Design warp_issue_select_flat, sky130hd; sources not shown.
### Nets reached from selected ports

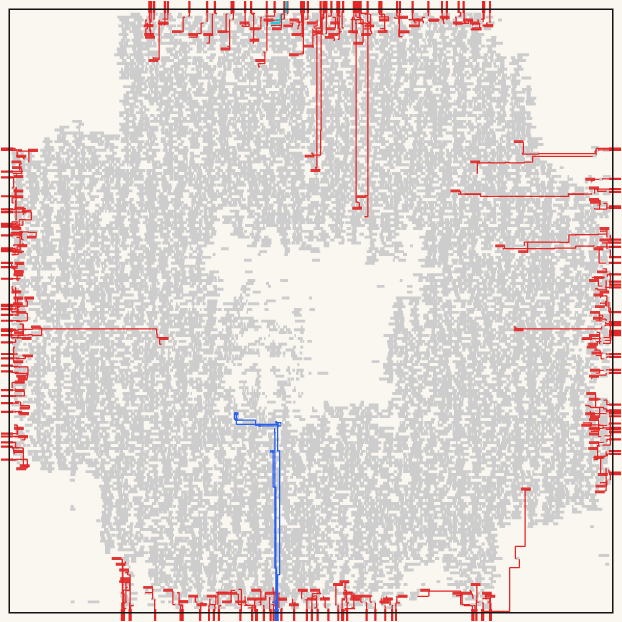
Cyan stands for ifc_issueValid_o, direction output, end cells 1, buffers 1, wire 17.5 µm. Blue stands for ifc_fetchWarp_i, direction input, end cells 7, buffers 3, wire 633 µm. Red stands for ifc_issuePacket_o, direction output, end cells 170, buffers 170, wire 6,160 µm.
Boundary Pins: 538
port bufs: 537

### Routing congestion map

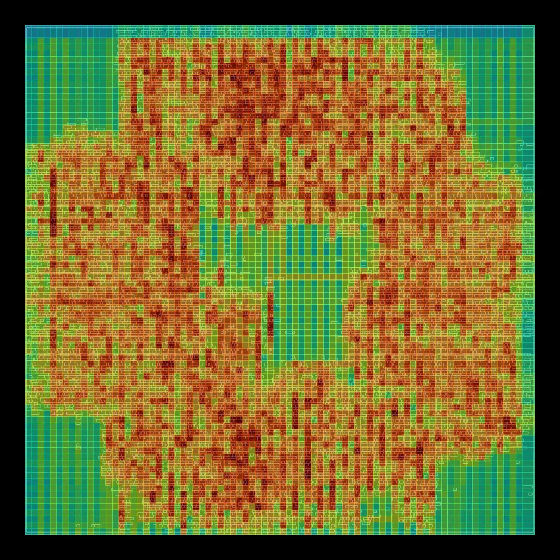
M1 GR Usage: 39.5%
Avg WL per Cell: 29.8 µm
GRT Overall Usage: 30.6%

### Cell classes on the final placement

Bar = 200 µm.
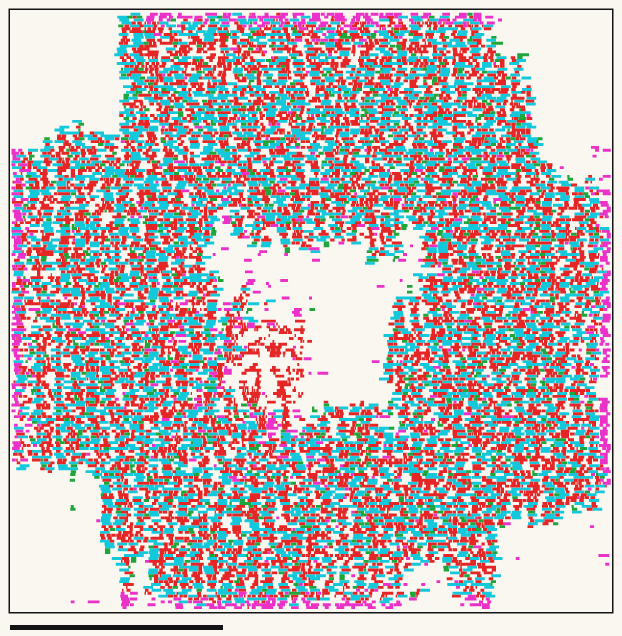
Cyan stands for flip-flops, cells 2,929. Magenta stands for other buffers and delay cells, cells 795. Green stands for clock drivers and dummy loads, cells 882. Red stands for all other logic, cells 8,044.
Core Region: 315,000 µm²
Site Rows: 206
Util after Layout: 56.9%
post-route cell area: 179,000 µm²
sequential cell area share: 40.9%

==> results.toml <==
# yosys + openroad results
[run_status]
outcome = "complete, no violations"

[finish]
buffer_area_share_pct = 5.84
area_growth_pct = 12.9
n_all_inverters = 20
final_nets = 12500
antennaDiodeCount = 25
buffers = 795
comb_share_pct = 44.5
logic_gate_count = 8024
seqCellArea_um2 = 73300
dominant_cells = "multi-input combinational cells"
clkbuf_count = 632

[route]
wl_met3_um = 41900
num_vias = 117000
routed_wl_um = 502000
met2_length_um = 232000
met1_length_um = 200000
final_antenna_net_count = 0
vias_per_cell = 6.92

[clock_network]
cts.sinks = 2929
clk_pin_slew_ps = 60
cts_buffer_depth = 4
htree_levels = 6
cts_hold_buf = 1
clock.latency.late_pin_ps = 1220

[synthesis]
yosys.area_share.simple_pct = 2.75
ys_cells = 12200
fp_nets = 12300
synthTopCellsByCount = "mux2_2 (3,669), dfrtp_1 (2,929), a221oi_1 (2,040)"
yosysWarnings = 6
yosysUniqueCellTypes = 66
synth_cells = 12200
syn_avg_cell_area_um2 = 13.1
ys_chip_area_um2 = 159000
netlist.area_leader.share_pct = 46.1
synth_top_cell_by_count = "mux2_2"
edf_count = 0
ys.flops = 2929
top_area_cell = "dfrtp_1"
synthAoiAreaFrac_pct = 12.8
ys_sh_mux_pct = 34.4
synthTopLogicFamily = "multiplexers"

[worst_setup_path]
worst_ep_arrival_time_ps = 7200
path_buffers = 5
crit_fanout = 43
cpLargestDelayFamily = "buffers and inverters"
r2r_setup_slack_ps = 1180
crit_chain = "inv_8, ha_1, inv_1, a32oi_1, mux4_2, a21boi_0, and4_1, a41o_1, o311a_4, inv_8, buf_12, mux2_2, mux2i_1, buf_12"
cp.required_ps = 7380
cp_slowest_cell = "dfrtp_4"
ff2ff_path_depth = 17
worstSetupEndpointType = "primary output"

[die]
fp_util_pct = 50.4
die_h_um = 566
n_tap_cell = 4160

[placed_design]
dp_slack_ps = 824
dp_cells = 15900
place_area_um2 = 169000

[sta]
slew_viol_final = 0
period_needed_ps = 8020
setup_tns_ps = 0

[grt]
grt_util_met3_pct = 6.09
grt_pass1_wl_um = 761000
grt_max_degree = 227
antenna_found_initial = 44
grt-ovfl-total = 0
grt_busiest_layer = "met2"
grt_util_met2_pct = 48.1
grt_pass1_vias = 123000

[flow_run]
tool_warnings = 116
cap_violations = 0

[worst_hold_path]
hold_path.class = "primary input to asynchronous set/reset pin"
